==> images/final_congestion.png <==
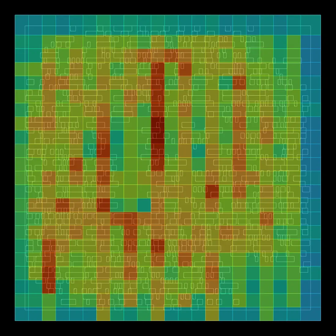
==> images/cell_classes.png <==
Scale: 2 px per um. Fill, decap, tap and diode cells in gray.
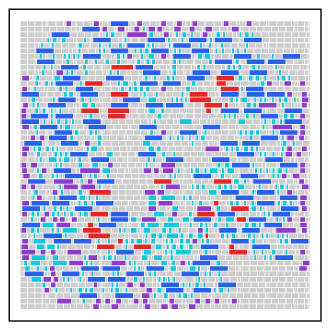
==> images/drive_strength.png <==
Scale: 2 px per um.
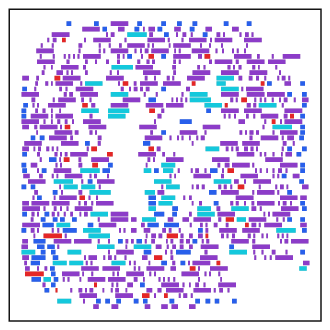
==> images/gate_families.png <==
Scale: 2 px per um.
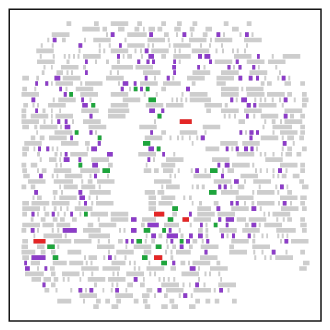
==> images/met3.png <==
Scale: 3 px per um.
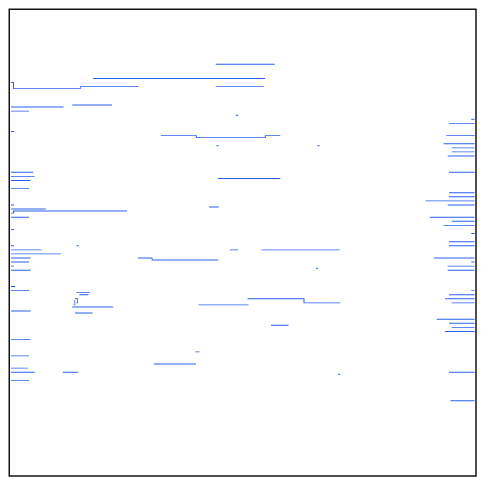
**config.mk**
```make
export PLATFORM = sky130hd
export DESIGN_NAME = immediate_decode_pipe
export DESIGN_NICKNAME = d
export VERILOG_FILES = /design/src/rtl/immediate_decode_pipe.sv
export SDC_FILE = /design/constraint.sdc
export NUM_CORES = 1
export LEC_CHECK = 0
export CELL_PAD_IN_SITES_DETAIL_PLACEMENT = 1
export CELL_PAD_IN_SITES_GLOBAL_PLACEMENT = 2
export CORE_MARGIN = 5
export CORE_UTILIZATION = 29
export DETAILED_ROUTE_END_ITERATION = 8
export GPL_TIMING_DRIVEN = 0
export PLACE_DENSITY = 0.82
export REMOVE_ABC_BUFFERS = 1
export SYNTH_ARGS = -nofsm -noshare
export SYNTH_HDL_FRONTEND = slang
export SYNTH_SLANG_ARGS = --single-unit
export TNS_END_PERCENT = 1
```
**constraint.sdc**
```tcl
create_clock -name clk -period 1.5 [get_ports clk]
set_input_delay 0.3 -clock clk [delete_from_list [all_inputs] [get_ports clk]]
set_output_delay 0.3 -clock clk [all_outputs]
set_load 0.1 [all_outputs]
```
**src/rtl/immediate_decode_pipe.sv**
```systemverilog
// Decode-stage immediate extractor: opcode-driven format select and sign extension,
// buffered through a two-entry (main + skid) register pair behind valid/ready.
module immediate_decode_pipe #(
  parameter int XLEN = 32,
  parameter bit RV64 = (XLEN == 64)
) (
  input  logic            clk,
  input  logic            rst_n,
  input  logic            flush,
  input  logic            in_valid,
  output logic            in_ready,
  input  logic [31:0]     in_instruction,
  output logic            out_valid,
  input  logic            out_ready,
  output logic [31:0]     out_instruction,
  output logic [XLEN-1:0] out_imm,
  output logic [2:0]      out_imm_type
);

  localparam logic [2:0] T_NONE = 3'd0;
  localparam logic [2:0] T_I    = 3'd1;
  localparam logic [2:0] T_S    = 3'd2;
  localparam logic [2:0] T_B    = 3'd3;
  localparam logic [2:0] T_U    = 3'd4;
  localparam logic [2:0] T_J    = 3'd5;

  function automatic logic [2:0] imm_type_f(input logic [6:0] opcode);
    logic [2:0] t;
    case (opcode)
      7'b0000011, 7'b0010011,
      7'b1100111, 7'b1110011: t = T_I;
      7'b0011011:             t = RV64 ? T_I : T_NONE;
      7'b0100011:             t = T_S;
      7'b1100011:             t = T_B;
      7'b0110111, 7'b0010111: t = T_U;
      7'b1101111:             t = T_J;
      default:                t = T_NONE;
    endcase
    return t;
  endfunction

  // Every format is assembled as a 32-bit signed value first, then widened from bit 31.
  function automatic logic [XLEN-1:0] imm_f(input logic [31:0] inst, input logic [2:0] t);
    logic signed [31:0] imm32;
    logic               s;
    s = inst[31];
    case (t)
      T_I:     imm32 = {{20{s}}, inst[31:20]};
      T_S:     imm32 = {{20{s}}, inst[31:25], inst[11:7]};
      T_B:     imm32 = {{19{s}}, inst[31], inst[7], inst[30:25], inst[11:8], 1'b0};
      T_U:     imm32 = {inst[31:12], 12'b0};
      T_J:     imm32 = {{11{s}}, inst[31], inst[19:12], inst[20], inst[30:21], 1'b0};
      default: imm32 = '0;
    endcase
    return {{(XLEN - 31){imm32[31]}}, imm32[30:0]};
  endfunction

  logic [2:0]      dec_type;
  logic [XLEN-1:0] dec_imm;
  logic            accept, pop;

  logic            main_vld_q, main_vld_d, skid_vld_q, skid_vld_d;
  logic [31:0]     main_inst_q, main_inst_d, skid_inst_q, skid_inst_d;
  logic [XLEN-1:0] main_imm_q, main_imm_d, skid_imm_q, skid_imm_d;
  logic [2:0]      main_type_q, main_type_d, skid_type_q, skid_type_d;

  assign dec_type = imm_type_f(in_instruction[6:0]);
  assign dec_imm  = imm_f(in_instruction, dec_type);

  assign in_ready = ~skid_vld_q;
  assign accept   = in_valid & in_ready;
  assign pop      = main_vld_q & out_ready;

  always_comb begin
    main_vld_d  = main_vld_q;
    main_inst_d = main_inst_q;
    main_imm_d  = main_imm_q;
    main_type_d = main_type_q;
    skid_vld_d  = skid_vld_q;
    skid_inst_d = skid_inst_q;
    skid_imm_d  = skid_imm_q;
    skid_type_d = skid_type_q;

    if (flush) begin
      main_vld_d = 1'b0;
      skid_vld_d = 1'b0;
    end else if (!main_vld_q) begin
      if (accept) begin
        main_vld_d  = 1'b1;
        main_inst_d = in_instruction;
        main_imm_d  = dec_imm;
        main_type_d = dec_type;
      end
    end else if (!skid_vld_q) begin
      if (accept && pop) begin
        main_inst_d = in_instruction;
        main_imm_d  = dec_imm;
        main_type_d = dec_type;
      end else if (accept) begin
        skid_vld_d  = 1'b1;
        skid_inst_d = in_instruction;
        skid_imm_d  = dec_imm;
        skid_type_d = dec_type;
      end else if (pop) begin
        main_vld_d = 1'b0;
      end
    end else if (pop) begin
      // Full: in_ready is low, so only the skid-to-main shift can happen.
      main_inst_d = skid_inst_q;
      main_imm_d  = skid_imm_q;
      main_type_d = skid_type_q;
      skid_vld_d  = 1'b0;
    end
  end

  always_ff @(posedge clk or negedge rst_n) begin
    if (!rst_n) begin
      main_vld_q  <= 1'b0;
      main_inst_q <= '0;
      main_imm_q  <= '0;
      main_type_q <= T_NONE;
      skid_vld_q  <= 1'b0;
      skid_inst_q <= '0;
      skid_imm_q  <= '0;
      skid_type_q <= T_NONE;
    end else begin
      main_vld_q  <= main_vld_d;
      main_inst_q <= main_inst_d;
      main_imm_q  <= main_imm_d;
      main_type_q <= main_type_d;
      skid_vld_q  <= skid_vld_d;
      skid_inst_q <= skid_inst_d;
      skid_imm_q  <= skid_imm_d;
      skid_type_q <= skid_type_d;
    end
  end

  assign out_valid       = main_vld_q;
  assign out_instruction = main_inst_q;
  assign out_imm         = main_imm_q;
  assign out_imm_type    = main_type_q;

endmodule
```
==> changes_impl.md <==
### Physical design

* H-tree Lvls at 4
* Initial antenna violation count at 0
* Start of the worst register-to-register path: out_valid
* Synthesis area per yosys at between 6000 and 7000 sq um
* Global-route wire length before repair at 33.9 mm
* Worst slack at placement at -2.03 ns
* Via-to-Cell Ratio at a little under 5
* TritonCTS clock tree: yes
* Sequential area share after synthesis at between 50% and 60%
* Synth warnings at 0
* Leading cell kind: sequential cells
* Flip-flops with a built-in enable at 0
* HPWL Detailed at ~12 mm
* Post-CTS setup buffer count at 24
* Non-clk bufs at about 150
* Final Max Slew Viols at 0
* Antenna cell count at 0
* CTS Buf Count at 17
* Met1 Resource Use GR at between 20% and 30%
* Sequential fraction of design power at about a third
* Worst Path Required at roughly 1.8 ns
* Clock Skews at 0.00917 ns
* Final nets at between 800 and 900
* Total design power at approximately 14000 uW
* Non-clock inverters at 3
* Met1 WL at 10.4 mm
* CTS Buffer Depth at 2
* Setup slack after layout at -0.260 ns
* Status: finished with violations
* Failing checks: negative setup slack
* Clock latency on the worst-skew pair at roughly 0.42 ns
* # setup viols final at about 140
Notes on final_congestion.png above:
wire length per cell: 19.6 um
Final Util: 41.4%

Notes on cell_classes.png above:
[all other logic] cyan | cells: 514 | share of their area: 33%
[other buffers and delay cells] purple | cells: 150 | share of their area: 18%
[clock drivers and dummy loads] red | cells: 31 | share of their area: 7.9%
[flops] blue | cells: 136 | share of their area: 41%

Notes on drive_strength.png above:
[drive 6 and up] cyan | cells: 52 | share: 6.3%
[drive 2] red | cells: 35 | share: 4.2%
[drive 1 or less] purple | cells: 625 | share: 75%
[drive 3 to 4] blue | cells: 119 | share: 14%

Notes on gate_families.png above:
[inverting AOI/OAI gates] purple | cells: 153 | most used: a21oi_1 | where: widely spread
[AND-OR and OR-AND gates] red | cells: 5 | most used: a211o_4
[AND and OR gates] green | cells: 27 | most used: or3_1
logic share of the area: 31.2%
most frequent logic cell in the layout: nand2_1
Layout Cells excl Fill: 1106

Notes on met3.png above:
wire length on this layer: 832 um
nets with wire on the layer: 74
detailed-route via count: 5466
Routed Wire Length: 21.6 mm

No activity file was given, so power comes from the tool's default toggle rates.
